File: src/rtl/kp_scan_pkg.sv
// rtl/kp_scan_pkg.sv - shared constants, FSM encoding and keypoint record for the keypoint scan controller
package kp_scan_pkg;

  localparam int COORD_W        = 10;
  localparam int KP_W           = 2 * COORD_W;

  localparam int DEF_IMG_W      = 640;
  localparam int DEF_IMG_H      = 480;
  localparam int DEF_BORDER     = 2;
  localparam int DEF_FIFO_DEPTH = 16;

  localparam logic [1:0] ST_IDLE = 2'd0;
  localparam logic [1:0] ST_SCAN = 2'd1;
  localparam logic [1:0] ST_DONE = 2'd2;

  typedef struct packed {
    logic [COORD_W-1:0] x;
    logic [COORD_W-1:0] y;
  } kp_t;

endpackage

File: src/rtl/kp_fifo.sv
// rtl/kp_fifo.sv - synchronous first-word-fall-through keypoint queue with full/empty flags
module kp_fifo #(
  parameter int DEPTH = 16,
  parameter int DW    = 20
) (
  input  logic          clk,
  input  logic          rst,
  input  logic [DW-1:0] s_tdata,
  input  logic          s_tvalid,
  output logic [DW-1:0] m_tdata,
  input  logic          m_tready,
  output logic          full,
  output logic          empty
);

  localparam int AW = $clog2(DEPTH);

  logic [AW:0]   wr_q, wr_d;
  logic [AW:0]   rd_q, rd_d;
  logic [DW-1:0] mem_q [DEPTH];
  logic          pop;
  logic          push_ok;

  // Extra pointer bit distinguishes full from empty when the indices match.
  assign empty   = (wr_q == rd_q);
  assign full    = (wr_q[AW] != rd_q[AW]) && (wr_q[AW-1:0] == rd_q[AW-1:0]);
  assign pop     = m_tready & ~empty;
  assign push_ok = s_tvalid & (~full | pop);
  assign m_tdata = empty ? '0 : mem_q[rd_q[AW-1:0]];

  always_comb begin
    wr_d = wr_q + (AW+1)'(push_ok);
    rd_d = rd_q + (AW+1)'(pop);
  end

  always_ff @(posedge clk) begin
    if (rst) begin
      wr_q <= '0;
      rd_q <= '0;
    end else begin
      wr_q <= wr_d;
      rd_q <= rd_d;
    end
  end

  always_ff @(posedge clk) begin
    if (push_ok) begin
      mem_q[wr_q[AW-1:0]] <= s_tdata;
    end
  end

endmodule

File: src/rtl/keypoint_scan_ctrl.sv
// rtl/keypoint_scan_ctrl.sv - raster scan FSM queueing interior detector maxima; KP_DROP_CNT_EN adds oDrop_cnt
module keypoint_scan_ctrl
  import kp_scan_pkg::*;
#(
  parameter int IMG_W      = DEF_IMG_W,
  parameter int IMG_H      = DEF_IMG_H,
  parameter int BORDER     = DEF_BORDER,
  parameter int FIFO_DEPTH = DEF_FIFO_DEPTH
) (
  input  logic               iclk,
  input  logic               irst,
  input  logic               iFrame_start,
  input  logic               iDet_dval,
  input  logic               iMax_en,
  output logic [COORD_W-1:0] oKp_x,
  output logic [COORD_W-1:0] oKp_y,
  output logic               oKp_valid,
  input  logic               iKp_ready,
  output logic               oBusy,
  output logic               oFrame_done,
  output logic               oOvf,
  output logic               oSeq_err
`ifdef KP_DROP_CNT_EN
  ,
  output logic [15:0]        oDrop_cnt
`endif
);

  localparam logic [COORD_W-1:0] X_LAST = COORD_W'(IMG_W - 1);
  localparam logic [COORD_W-1:0] Y_LAST = COORD_W'(IMG_H - 1);
  localparam logic [COORD_W-1:0] X_MIN  = COORD_W'(BORDER);
  localparam logic [COORD_W-1:0] Y_MIN  = COORD_W'(BORDER);
  localparam logic [COORD_W-1:0] X_MAX  = COORD_W'(IMG_W - 1 - BORDER);
  localparam logic [COORD_W-1:0] Y_MAX  = COORD_W'(IMG_H - 1 - BORDER);

  logic [1:0]         state_q, state_d;
  logic [COORD_W-1:0] x_q, x_d;
  logic [COORD_W-1:0] y_q, y_d;
  logic               ovf_q, ovf_d;
  logic               seq_err_q, seq_err_d;

  logic interior;
  logic push;
  logic pop;
  logic drop;
  logic fifo_full;
  logic fifo_empty;
  logic arm;
  kp_t  push_kp;
  kp_t  head_kp;

  assign interior = (x_q >= X_MIN) && (x_q <= X_MAX) && (y_q >= Y_MIN) && (y_q <= Y_MAX);
  assign push     = iDet_dval & iMax_en & (state_q == ST_SCAN) & interior;
  assign pop      = oKp_valid & iKp_ready;
  // A full queue still takes the new entry when the head leaves in the same cycle.
  assign drop     = push & fifo_full & ~pop;
  assign arm      = (state_q == ST_IDLE) & iFrame_start;
  assign push_kp  = '{x: x_q, y: y_q};

  always_comb begin
    state_d   = state_q;
    x_d       = x_q;
    y_d       = y_q;
    ovf_d     = ovf_q;
    seq_err_d = seq_err_q;
    case (state_q)
      ST_IDLE: begin
        if (iFrame_start) begin
          x_d       = '0;
          y_d       = '0;
          ovf_d     = 1'b0;
          seq_err_d = 1'b0;
          state_d   = ST_SCAN;
        end
      end
      ST_SCAN: begin
        if (iFrame_start) seq_err_d = 1'b1;
        if (iDet_dval) begin
          if (x_q == X_LAST) begin
            x_d = '0;
            if (y_q == Y_LAST) begin
              y_d     = '0;
              state_d = ST_DONE;
            end else begin
              y_d = y_q + COORD_W'(1);
            end
          end else begin
            x_d = x_q + COORD_W'(1);
          end
        end
      end
      ST_DONE: begin
        if (iFrame_start) seq_err_d = 1'b1;
        state_d = ST_IDLE;
      end
      default: state_d = ST_IDLE;
    endcase
    if (drop) ovf_d = 1'b1;
  end

  always_ff @(posedge iclk) begin
    if (irst) begin
      state_q   <= ST_IDLE;
      x_q       <= '0;
      y_q       <= '0;
      ovf_q     <= 1'b0;
      seq_err_q <= 1'b0;
    end else begin
      state_q   <= state_d;
      x_q       <= x_d;
      y_q       <= y_d;
      ovf_q     <= ovf_d;
      seq_err_q <= seq_err_d;
    end
  end

`ifdef KP_DROP_CNT_EN
  logic [15:0] drop_cnt_q, drop_cnt_d;

  always_comb begin
    drop_cnt_d = drop_cnt_q;
    if (arm) begin
      drop_cnt_d = '0;
    end else if (drop && (drop_cnt_q != 16'hFFFF)) begin
      drop_cnt_d = drop_cnt_q + 16'd1;
    end
  end

  always_ff @(posedge iclk) begin
    if (irst) drop_cnt_q <= '0;
    else      drop_cnt_q <= drop_cnt_d;
  end

  assign oDrop_cnt = drop_cnt_q;
`endif

  kp_fifo #(
    .DEPTH (FIFO_DEPTH),
    .DW    (KP_W)
  ) u_fifo (
    .clk      (iclk),
    .rst      (irst),
    .s_tdata  (push_kp),
    .s_tvalid (push),
    .m_tdata  (head_kp),
    .m_tready (iKp_ready),
    .full     (fifo_full),
    .empty    (fifo_empty)
  );

  assign oKp_x       = head_kp.x;
  assign oKp_y       = head_kp.y;
  assign oKp_valid   = ~fifo_empty;
  assign oBusy       = (state_q != ST_IDLE);
  assign oFrame_done = (state_q == ST_DONE);
  assign oOvf        = ovf_q;
  assign oSeq_err    = seq_err_q;

endmodule

File: config.mk
export PLATFORM = sky130hd
export DESIGN_NAME = keypoint_scan_ctrl
export DESIGN_NICKNAME = d
export VERILOG_FILES = /design/src/rtl/kp_scan_pkg.sv /design/src/rtl/kp_fifo.sv /design/src/rtl/keypoint_scan_ctrl.sv
export SDC_FILE = /design/constraint.sdc
export NUM_CORES = 1
export LEC_CHECK = 0
export ABC_AREA = 0
export CORE_AREA = 2 2 169 171
export DETAILED_ROUTE_END_ITERATION = 8
export DIE_AREA = 0 0 171 173
export HOLD_SLACK_MARGIN = 0.06
export PLACE_DENSITY = 0.67
export SLEW_MARGIN = 20
export SYNTH_ARGS = -nofsm -noshare
export SYNTH_HDL_FRONTEND = slang
export SYNTH_HIERARCHICAL = 1
export SYNTH_SLANG_ARGS = --single-unit
File: constraint.sdc
create_clock -name iclk -period 5.4 [get_ports iclk]
set_input_delay 0.81 -clock iclk [delete_from_list [all_inputs] [get_ports iclk]]
set_output_delay 0.81 -clock iclk [all_outputs]
set_load 0.03 [all_outputs]
run_1/placed.png
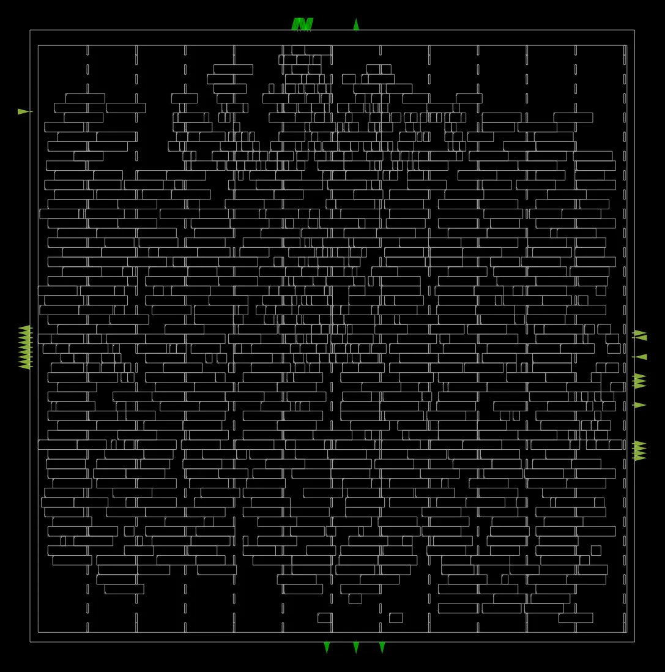
TAP cells: 378
number of cells in the finished layout apart from fillers: 1204
final core occ: 58.7%
standard-cell row count: 61
fraction of area in registers: 63.5%

run_1/port_trees.png
Scale: 1.5 px per um.
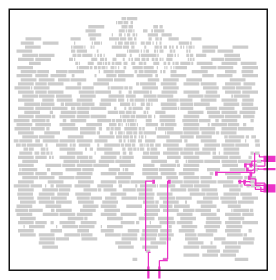
legend:
  `oKp_y`:
    colour: magenta
    bits: 10
    direction: output
    edge: 8 east, 2 south
    end_cells: 10
    buffers: 10
    wire: 277 um
number of placed I/O pins: 31
count of buffers inserted at the top-level ports: 30

run_1/pinout.png
Scale: 3 px per um. Pins as bars across the die edge, other pins in grey.
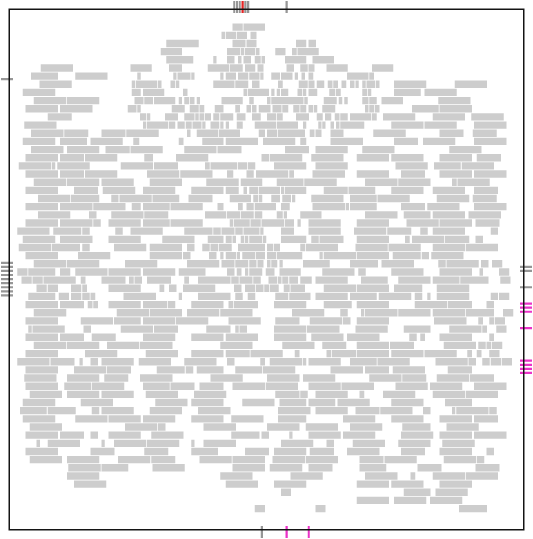
legend:
  `oBusy`:
    colour: red
    pins: 1
    direction: output
    edge: north
  `oKp_y`:
    colour: magenta
    pins: 10
    direction: output
    edge: 8 east, 2 south
all pins by edge: 11 east, 10 west, 7 north, 3 south
Die Y: 173 um
Horiz. Die Dim: 171 um

[run 1: flip-flops by register name (all words and copies together), names as in the netlist]
signal        count
u_fifo/wr_q       5
oSeq_err          1
state_q           2
u_fifo/rd_q       5
x_q              10
y_q              10
u_fifo/mem_q    320
oOvf              1
[run 1: critical path, cell delays in order, from the launching register on]
cell and delay, ns:
sky130_fd_sc_hd__dfxtp_4 0.80, sky130_fd_sc_hd__buf_4 0.58, sky130_fd_sc_hd__mux4_2 0.39, sky130_fd_sc_hd__a22oi_1 0.32, sky130_fd_sc_hd__a21oi_1 0.15, sky130_fd_sc_hd__clkdlybuf4s50_1 0.65
[run 1: synth_stat cells, drive strengths merged (2+ instances only)]
| library cell | instances |
|---|---|
| nand2b | 3 |
| a311oi | 2 |
| nor2 | 34 |
| o31ai | 3 |
| xnor2 | 11 |
| nor3 | 7 |
| edfxtp | 320 |
| nand3 | 14 |
| o21ai | 10 |
| o41ai | 2 |
| a21oi | 24 |
| nor2b | 10 |
| nand3b | 2 |
| xor2 | 9 |
| clkbuf | 12 |
| dfxtp | 34 |
| nor4b | 3 |
| buf | 30 |
| mux4 | 80 |
| inv | 15 |
| mux2i | 2 |
| nor4 | 13 |
| a31oi | 3 |
| and4 | 2 |
| ha | 16 |
| a22oi | 41 |
| nand2 | 20 |
| nand4 | 7 |
| and3 | 5 |
| a211oi | 3 |
[run 1: final cells by class]
type / count / area [um2]
clock inverter: 22 / 231
tap: 378 / 473
multi-input combinational: 339 / 3690
sequential: 354 / 10300
clock buffer: 45 / 998
inverter: 15 / 56.3
timing repair buffer: 51 / 470
fill: 2047 / 11400
[run 1: routing by layer]
metal	GRT usage, %	vias up
li1	-	3176
met1	27.6	3734
met2	33.5	206
met3	3.16	54
met4	5.44	0
met5	0	-
[run 1: worst max-delay path by stage]
| stage | slack, ns | cells after the start | endpoint |
|---|---|---|---|
| floorplan | 1.12 | 6 | u_fifo/mem_q[13][0]$_DFFE_PP_ |
| global placement | 1.65 | 8 | u_fifo/mem_q[13][2]$_DFFE_PP_ |
| detailed placement | 1.63 | 8 | u_fifo/mem_q[13][2]$_DFFE_PP_ |
| CTS | 1.10 | 5 | oKp_x[4] |
| global route | 0.98 | 5 | oKp_x[4] |
| finish | 1.16 | 5 | oKp_x[4] |
[run 1: logic make-up (layout without fill, tap and decap cells)]
family	Yosys count	after routing	share of synthesized area, %
flops	354	354	72.5
mux	83	83	13.3
xor+xnor	20	20	1.23
simple gates	127	127	4.76
buf+inv	57	133	2.27
compound gates	93	93	4.47
fa+ha+maj	16	16	1.41
[run 1: report_power, final]
group	internal [uW]	switching (uW)	leakage (uW)
clock network	1550	991	0.000603
registers	2980	40.7	0.00357
logic	73.9	139	0.00138
[run 1: through the flow]
stage / cells / worst slack (ns) / hold slack (ns) / cell area [um2] / total power [uW]
floorplan: 750 / 1.12 / 0.493 / 14200 / 3220
global placement: 1137 / 1.65 / 0.491 / 15000 / 3280
CTS: 1204 / 1.10 / 0.505 / 16200 / 5830
global route: 1204 / 0.983 / 0.533 / 16200 / 5960
detailed placement: 1137 / 1.63 / 0.491 / 15000 / 3290
finish: 1204 / 1.16 / 0.497 / 16200 / 5780
==> results_slide.txt, run 1 <==
Synthesis and Place & Route Summary

Routing
  • Number of DRC violations after detailed routing: 0
  • Antenna viol nets, final: 0
  • M1 WL: 12100 um
  • Amount of wire on met3 after detailed routing: 1490 um
  • Met2 Wirelength: approximately 15000 um
  • Initial DRT Pass Iterations: 5
  • Total wire length after detailed routing: roughly 29000 um
  • Via Count: about 7200

Yosys
  • Synth Register Bits: 354
  • Netlist area before placement: 14200 um2
  • Number of cells in the yosys synthesis report: about 750
  • Dominant Register Cell: sky130_fd_sc_hd__edfxtp_1
  • Dominant cells by area after synthesis: sky130_fd_sc_hd__edfxtp_1 (68%), sky130_fd_sc_hd__mux4_2 (10%), sky130_fd_sc_hd__dfxtp_1 (4.8%)
  • Synthesized Nets: 772
  • Seq/Total Area, Yosys: 72.5%
  • Largest area contributor in the synthesized netlist: sky130_fd_sc_hd__edfxtp_1
  • Number of warnings printed during yosys synthesis: 6
  • Post-synth cell types: 51
  • Portion of synthesized cell area occupied by the leading cell type: 67.7%

STA
  • Worst slew margin relative to its limit: a little under a third
  • Clock skew: 0.0154 ns
  • FMAX: 236 MHz
  • Transition time at the pin with the least slew margin: 1.02 ns
  • Final setup violation count: 0
  • Setup repair after global routing missed its margin: no

Finish
  • Share of final-layout standard cells stronger than drive strength 1: 20.2%
  • Nets: 820
  • Commonest cells after routing, fill and taps aside: sky130_fd_sc_hd__edfxtp_1 (320), sky130_fd_sc_hd__mux4_2 (64), sky130_fd_sc_hd__a22oi_1 (41), sky130_fd_sc_hd__clkbuf_16 (39), sky130_fd_sc_hd__dfxtp_1 (32)
  • Antenna Diode Count: 0

Critical path
  • Capture instance of the worst register-to-register path: u_fifo/mem_q[13][1]$_DFFE_PP_
  • Endpoint required time on the critical path: around 4.6 ns
  • Setup crit end kind: primary output
  • CP Max Fanout: 47
  • CP Launch Type: flop
  • Type of the worst setup path: reg2out
  • Logic depth of the worst register-to-register path: 9
  • Reg2reg setup slack: 1.99 ns
  • Arrival time of the worst setup path: 3.43 ns

Clocking
  • Max H-tree Level: 2
  • Clock root buffer: sky130_fd_sc_hd__clkbuf_16
  • Post-cts sizing count: 0
  • Buffer depth of the longest clock path: 3
  • Post CTS Setup Buffer Count: 0

Hold path
  • Startpoint of the tightest hold check path: oSeq_err$_SDFFE_PP0P_
  • Type of the worst min-delay path: reg2reg

Pwr
  • Power density over cell area: ~360 nW/um2

Global route
  • Vias in the first global route: 7501
  • Largest net degree at the start of global routing: just over 80
  • Wire length of the first global-routing pass: approximately 45000 um
  • Antenna violations before repair: 0

Floorplanning
  • FP Core Util: between 50% and 60%

Job
  • Number of violations of the max-capacitance limit: 0

Run status
  • Outcome: completed
## Run 2: what changed since run 1
==> constraint.sdc (replaced) <==
create_clock -name iclk -period 4.2 [get_ports iclk]
set_input_delay 0.63 -clock iclk [delete_from_list [all_inputs] [get_ports iclk]]
set_output_delay 0.63 -clock iclk [all_outputs]
set_load 0.03 [all_outputs]
==> run 2 against run 1 <==
Net effect:
- clock power grew 14%
- flip-flop count stayed put
- highest routed layer unchanged
- power increased by 22%
- setup slack got worse by 0.73 ns
- clock skew decreased by 0.0039 ns
- area after synthesis is the same
- first-iteration DRC count increased by 11%
- core utilization about the same
- sequential share of layout area is essentially flat
- final area about the same
==> results_slide.txt, run 2 <==
Synthesis and Place & Route Summary

Run status
  • Outcome: completed

Placement
  • Placed cell areas: 15100 um2
  • Placer's final routability congestion estimate: roughly 0.8
  • Count of buffers inserted at the top-level ports: 30
  • Detailed Place HPWL: 17900 um

Yosys
  • Post-synth cell types: 51
  • Area figure in the yosys stat output: 14200 um2
  • Synthesized Nets: 772
  • Post-Synthesis Cells: 750
  • Dominant Register Cell: sky130_fd_sc_hd__edfxtp_1
  • Portion of synthesized cell area occupied by the leading cell type: 67.7%
  • Largest area contributor in the synthesized netlist: sky130_fd_sc_hd__edfxtp_1
  • Avg Synthesized Cell Area: around 19 um2
  • Number of cells in the yosys synthesis report: 750
  • Seq/Total Area, Yosys: 72.5%
  • Leading cell type by number of instances after synthesis: sky130_fd_sc_hd__edfxtp_1
  • Number of warnings printed during yosys synthesis: 6
  • Dominant cells by area after synthesis: sky130_fd_sc_hd__edfxtp_1 (68%), sky130_fd_sc_hd__mux4_2 (10%), sky130_fd_sc_hd__dfxtp_1 (4.8%)
  • Async set-reset flop share out of synthesis: 0%
  • Netlist area before placement: 14200 um2
  • Cell types with the highest counts after synthesis: sky130_fd_sc_hd__edfxtp_1 (320), sky130_fd_sc_hd__mux4_2 (64), sky130_fd_sc_hd__a22oi_1 (41), sky130_fd_sc_hd__dfxtp_1 (34), sky130_fd_sc_hd__nor2_1 (34)
  • Synth Register Bits: 354

Clocking
  • Clock latency on the worst-skew pair: 0.50 ns
  • Buffer depth of the longest clock path: 3
  • CTS clock-pin slew for the worst setup and hold paths: 0.06 ns
  • TritonCTS Buffers: 37
  • Post CTS Setup Buffer Count: 0
  • TritonCTS clock tree: yes
  • Hold bufs inserted after CTS: 0
  • Post-cts sizing count: 0
  • Max H-tree Level: 2
  • Sink count of the clock tree: 354
  • Clock root buffer: sky130_fd_sc_hd__clkbuf_16

Critical path
  • Reg2reg setup slack: 0.88 ns
  • Setup crit end kind: primary output
  • Critical path's largest stage delay: 0.71 ns
  • Endpoint required time on the critical path: 3.57 ns
  • Type of the worst setup path: reg2out
  • CP Launch Type: flop
  • CP Max Fanout: 28
  • Cell with the biggest individual delay on the critical path: sky130_fd_sc_hd__dfxtp_4
  • Cells traversed along the worst timing path: buf_4 > mux4_2 > a22oi_1 > a21oi_1 > clkdlybuf4s50_1
  • Arrival time of the worst setup path: 3.13 ns

STA
  • Aggregate negative setup slack: 0 ns
  • Worst-case hold slack: 0.516 ns
  • Post-route fraction of the period consumed by the critical path: 89.6%
  • Final-report max-slew violation count: 0
  • Final setup violation count: 0
  • FMAX: ~270 MHz
  • Minimum period implied by the final worst setup slack: around 3.8 ns
  • Worst slew margin relative to its limit: 35.8%
  • Clock skew: 0.0114 ns
  • Setup repair after global routing missed its margin: no
  • Transition time at the pin with the least slew margin: 0.962 ns
  • Number of hold-slack violations in the final timing report: 0

Finish
  • Comb area: 3680 um2
  • Commonest cells after routing, fill and taps aside: sky130_fd_sc_hd__edfxtp_1 (320), sky130_fd_sc_hd__mux4_2 (64), sky130_fd_sc_hd__a22oi_1 (41), sky130_fd_sc_hd__buf_4 (39), sky130_fd_sc_hd__clkbuf_16 (37)
  • Antenna Diode Count: 0
  • Final-layout fill cell count: 2052
  • Commonest Layout Cell: sky130_fd_sc_hd__edfxtp_1
  • Share of final-layout standard cells stronger than drive strength 1: 21.1%
  • Number of flip-flops under the largest register name: 320
  • Nets: 840
  • Area occupied by registers: slightly above 10000 um2

Floorplanning
  • Floorplan core area: between 20000 and 30000 um2
  • Number of placed I/O pins: 31
  • Standard-cell row count: ~61
  • Chip footprint: 29600 um2
  • FP Core Util: 51.4%
  • Horiz. Die Dim: approximately 170 um
  • Die Y: 173 um

Pwr
  • Power density over cell area: 436 nW/um2
  • Leak Pwr: 0.00558 uW

Routing
  • Drt wl/cell: between 20 and 25 um
  • Via Count: 7288
  • Number of DRC violations after detailed routing: 0
  • Vias per cell: 5.97
  • Antenna viol nets, final: 0
  • Total wire length after detailed routing: about 29000 um
  • Initial DRT Pass Iterations: 7

Global route
  • Antenna violations before repair: 0
  • GRT Total Usage: between 20% and 30%
  • Vias in the first global route: around 7600
  • Largest net degree at the start of global routing: 40
  • Grt ovf: 0
  • Wire length of the first global-routing pass: 44800 um

Job
  • Tally of OpenROAD warnings: 35
  • Number of violations of the max-capacitance limit: 0

Hold path
  • Type of the worst min-delay path: reg2reg
==> run 2: netlist changes by cell type in the layout (fill, tap and decap cells not counted), moves of 2 or more <==
cell | previous run | this run
sky130_fd_sc_hd__clkbuf_1 | 6 | 11
sky130_fd_sc_hd__clkbuf_16 | 39 | 37
sky130_fd_sc_hd__bufinv_16 | 5 | 1
sky130_fd_sc_hd__clkinv_2 | 7 | 5
sky130_fd_sc_hd__buf_4 | 20 | 39
==> run 2: worst paths after layout <==
path	from	to	depth (start not counted)
hold reg to reg	oSeq_err$_SDFFE_PP0P_	oSeq_err$_SDFFE_PP0P_	2
hold / removal	oSeq_err$_SDFFE_PP0P_	oSeq_err$_SDFFE_PP0P_	2
setup reg to reg	y_q[0]$_SDFFE_PP0P_	u_fifo/wr_q[4]$_SDFF_PP0_	12
setup / recovery	u_fifo/rd_q[0]$_SDFF_PP0_	oKp_x[2]	5
==> run 2: worst max-delay path, delay by kind of cell, from the launching register on <==
| family | cells | cell delay, ns |
|---|---|---|
| flops | 1 | 0.71 |
| buf+inv | 2 | 1.00 |
| compound gates | 2 | 0.37 |
| mux | 1 | 0.54 |
==> run 2: cell type report <==
class | instances | area share (%)
clock buffers | 48 | 5.97
clock inverters | 16 | 0.602
inverters | 15 | 0.347
multi-input cells | 339 | 22.7
flip-flops and latches | 354 | 63.5
well taps | 378 | 2.92
repair buffers | 71 | 3.91
==> run 2: report_power, final <==
| group | total, uW | internal [uW] | leakage, uW | switching, uW |
|---|---|---|---|---|
| Clock | 2900 | 1680 | 0.000521 | 1220 |
| Sequential | 3840 | 3830 | 0.00357 | 9.75 |
| Combinational | 324 | 104 | 0.00149 | 220 |
==> run 2: layer usage <==
layer,track usage (%),wire [um],vias to the layer above
li1,-,-,3209
met1,29.0,12500,3854
met2,33.3,14500,184
met3,2.75,1360,41
met4,4.31,429,0
met5,0,0,-
==> run 2: logic make-up after synthesis <==
family          after synthesis  synth area share (%)
compound gates               93                  4.47
xor+xnor                     20                  1.23
fa+ha+maj                    16                  1.41
buf+inv                      57                  2.27
flops                       354                  72.5
mux                          83                  13.3
simple gates                127                  4.76
==> run 2: through the flow <==
step                      instances  utilization, %  total power [uW]  worst slack [ns]
after floorplan                 750               -              4140            0.0684
after global placement         1157            54.8              4220             0.883
after CTS                      1221            58.6              7130             0.319
after detailed placement       1157            54.8              4240             0.872
final                          1221            58.6              7060             0.436
after global routing           1221            58.6              7310             0.259
run_2/sizing.png
Scale: 3 px per um.
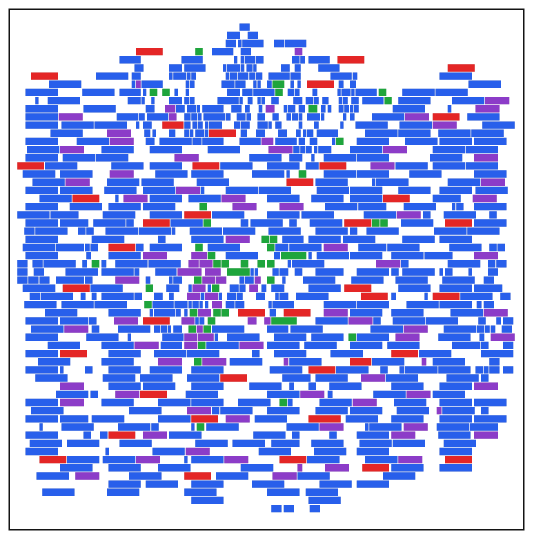
legend:
  x6 and larger:
    colour: red
    cells: 40
    share: 4.7%
  x3 and x4:
    colour: green
    cells: 44
    share: 5.2%
  x1 and smaller:
    colour: blue
    cells: 665
    share: 79%
  x2:
    colour: purple
    cells: 94
    share: 11%
final cell area excluding filler cells: 16200 um2
post-synthesis to final-layout area growth: 14.2%

## Run 3: what changed since run 2
--- a/config.mk
+++ b/config.mk
@@ -9,7 +9,7 @@
 export CORE_AREA = 2 2 169 171
 export DETAILED_ROUTE_END_ITERATION = 8
 export DIE_AREA = 0 0 171 173
-export HOLD_SLACK_MARGIN = 0.06
+export HOLD_SLACK_MARGIN = 0.12
 export PLACE_DENSITY = 0.67
 export SLEW_MARGIN = 20
 export SYNTH_ARGS = -nofsm -noshare
==> run 3 against run 2 <==
Net effect:
- first-iteration DRC count did not move
- final cell count did not move
- wire length did not move
- register-to-register slack barely moved
- area after synthesis did not move
- core utilization did not move
- setup slack did not move
- flip-flop count did not move
- count of clock-buffer cells in the layout did not move
- worst hold slack did not move
- sequential share of layout area did not move
- largest power group unchanged
==> results_slide.txt, run 3 <==
Synthesis and Place & Route Summary

Run status
  • Outcome: completed

Floorplanning
  • Die Y: 173 um
  • Horiz. Die Dim: approximately 170 um
  • FP Core Util: between 50% and 60%
  • Floorplan core area: 27600 um2
  • Number of placed I/O pins: 31
  • Chip footprint: 29600 um2

Clocking
  • Post-cts sizing count: 0
  • TritonCTS clock tree: yes
  • Hold bufs inserted after CTS: 0
  • Max H-tree Level: 2
  • Buffer depth of the longest clock path: 3
  • CTS clock-pin slew for the worst setup and hold paths: 0.06 ns
  • Clock root buffer: sky130_fd_sc_hd__clkbuf_16
  • TritonCTS Buffers: 37
  • Sink count of the clock tree: 354
  • Post CTS Setup Buffer Count: 0

Global route
  • GRT Total Usage: just over 20%
  • Grt ovf: 0
  • Antenna violations before repair: 0
  • Largest net degree at the start of global routing: 40
  • Wire length of the first global-routing pass: 44800 um
  • Vias in the first global route: 7574

Placement
  • Count of buffers inserted at the top-level ports: 30
  • Dpl ws: between 0.8 and 0.9 ns
  • Number of placed instances with taps included: about 1200
  • Detailed Place HPWL: 17900 um

Yosys
  • Dominant kind of combinational cell: multiplexers
  • Dominant cells by area after synthesis: sky130_fd_sc_hd__edfxtp_1 (68%), sky130_fd_sc_hd__mux4_2 (10%), sky130_fd_sc_hd__dfxtp_1 (4.8%)
  • Post-synth cell types: ~51
  • Synth Register Bits: 354
  • Portion of synthesized cell area occupied by the leading cell type: 67.7%
  • Simple-gate portion of the synthesized area: 4.76%
  • Leading cell type by number of instances after synthesis: sky130_fd_sc_hd__edfxtp_1
  • Largest area contributor in the synthesized netlist: sky130_fd_sc_hd__edfxtp_1
  • Avg Synthesized Cell Area: 18.9 um2
  • Post-Synthesis Cells: 750
  • Number of warnings printed during yosys synthesis: 6
  • Cell types with the highest counts after synthesis: sky130_fd_sc_hd__edfxtp_1 (320), sky130_fd_sc_hd__mux4_2 (64), sky130_fd_sc_hd__a22oi_1 (41), sky130_fd_sc_hd__dfxtp_1 (34), sky130_fd_sc_hd__nor2_1 (34)
  • Synthesized Nets: 772
  • Mux frac, synth: 13.3%
  • Seq/Total Area, Yosys: 72.5%
  • XOR-XNOR Cells, Area Fraction: 1.23%
  • Netlist area before placement: 14200 um2
  • Area figure in the yosys stat output: roughly 14000 um2
  • Number of cells in the yosys synthesis report: 750

Routing
  • Antenna viol nets, final: 0
  • Drt wl/cell: approximately 24 um
  • Total wire length after detailed routing: 28800 um
  • Vias per cell: 5.97
  • Via Count: around 7300
  • Initial DRT Pass Iterations: 7

Finish
  • Commonest cells after routing, fill and taps aside: sky130_fd_sc_hd__edfxtp_1 (320), sky130_fd_sc_hd__mux4_2 (64), sky130_fd_sc_hd__a22oi_1 (41), sky130_fd_sc_hd__buf_4 (39), sky130_fd_sc_hd__clkbuf_16 (37)
  • Share of final-layout standard cells stronger than drive strength 1: 21.1%
  • Commonest Layout Cell: sky130_fd_sc_hd__edfxtp_1
  • Post-synthesis to final-layout area growth: 14.2%
  • Nets: 840
  • Number of flip-flops under the largest register name: 320

Critical path
  • Critical path's largest stage delay: 0.71 ns
  • CP Max Fanout: 28
  • Cells traversed along the worst timing path: buf_4 > mux4_2 > a22oi_1 > a21oi_1 > clkdlybuf4s50_1
  • Arrival time of the worst setup path: 3.13 ns
  • Type of the worst setup path: reg2out
  • Setup crit end kind: primary output
  • Endpoint required time on the critical path: 3.57 ns

Pwr
  • Overall power after layout: ~7100 uW
  • Leak Pwr: about 0.0056 uW

STA
  • Post-route fraction of the period consumed by the critical path: 89.6%
  • Final setup violation count: 0
  • Minimum period implied by the final worst setup slack: 3.76 ns
  • Clock skew: 0.0114 ns
  • Transition time at the pin with the least slew margin: 0.962 ns
  • Aggregate negative setup slack: 0 ns
  • Final-report max-slew violation count: 0

Hold path
  • Hold depth: 2
  • Type of the worst min-delay path: reg2reg

Job
  • Tally of OpenROAD warnings: 35
  • Number of violations of the max-capacitance limit: 0
[run 3: layout make-up]
cell class | count | area, um2
clock buffer | 48 | 967
fill | 2052 | 11400
multi-input combinational | 339 | 3680
clock inverter | 16 | 97.6
sequential | 354 | 10300
tap | 378 | 473
inverter | 15 | 56.3
timing repair buffer | 71 | 633
[run 3: kinds of logic after synthesis]
family,Yosys count
multiplexers,83
AND/OR/NAND/NOR,127
flip-flops,354
XOR/XNOR,20
buffers and inverters,57
adder cells (fa/ha/maj),16
AND-OR/OR-AND,93
[run 3: report_power, final]
group,switching (uW),total (uW),internal (uW),leakage (uW)
logic,220,324,104,0.00149
registers,9.75,3840,3830,0.00357
clock network,1220,2900,1680,0.000521
total,1450,7060,5610,0.00558
[run 3: path summary, 6_finish.rpt]
kind / endpoint / from / slack (ns)
max: oKp_x[2] / u_fifo/rd_q[0]$_SDFF_PP0_ / 0.44
min: oSeq_err$_SDFFE_PP0P_ / oSeq_err$_SDFFE_PP0P_ / 0.52
max reg2reg: u_fifo/wr_q[4]$_SDFF_PP0_ / y_q[0]$_SDFFE_PP0P_ / 0.88
min reg2reg: oSeq_err$_SDFFE_PP0P_ / oSeq_err$_SDFFE_PP0P_ / 0.52
[run 3: stage by stage]
stage               area [um2]  utilization (%)
floorplan                14200                -
global placement         15100             54.8
detailed placement       15100             54.8
CTS                      16200             58.6
global route             16200             58.6
finish                   16200             58.6
[run 3: worst max-delay path, delay by kind of cell, from the launching register on]
kind            cells  cell delay [ns]
flops               1             0.71
mux                 1             0.54
compound gates      2             0.37
buf+inv             2             1.00
[run 3: routing by layer]
metal,vias up,track usage [%],part of all wire (%)
met1,3854,29.0,43
met4,0,4.31,1.5
met2,184,33.3,50
met5,-,0,0
met3,41,2.75,4.7
li1,3209,-,-
run_3/sizing.png
Scale: 3 px per um.
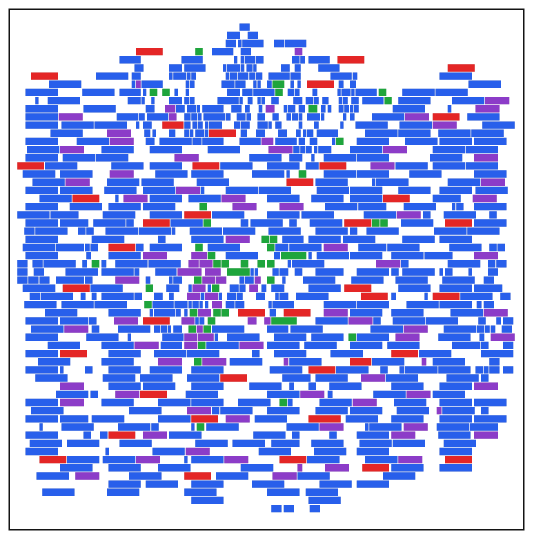
legend:
  x6 and larger:
    colour: red
    cells: 40
    share: 4.7%
  x2:
    colour: purple
    cells: 94
    share: 11%
  x1 and smaller:
    colour: blue
    cells: 665
    share: 79%
  x3 and x4:
    colour: green
    cells: 44
    share: 5.2%
final setup slack of the worst path: 0.436 ns
bufs w/o clock: 71


==> gallery <==
Routed metal, one colour a layer.
Scale: 3 px per um. Only two layers are drawn.
picture 1
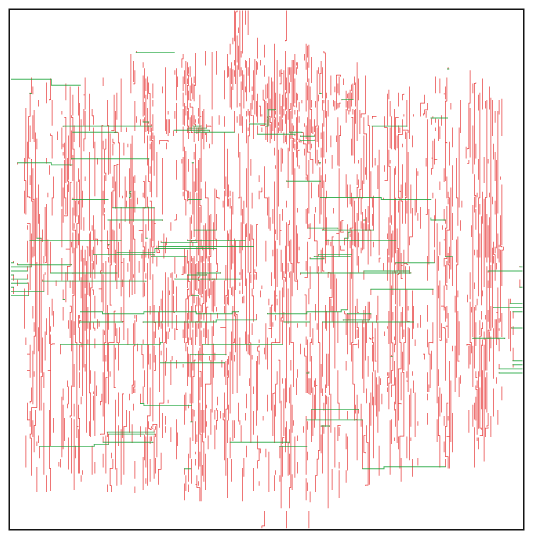
picture 2
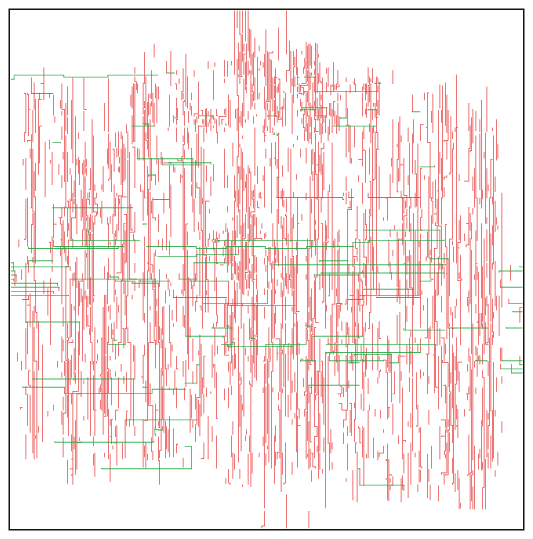
Run 1 is picture 2.
Run 3 is picture 1.

Key to picture 1:
legend:
  M2:
    colour: red
    wire_length: 14500 um
  M3:
    colour: green
    wire_length: 1360 um

Power is estimated from default activity; no workload was simulated.
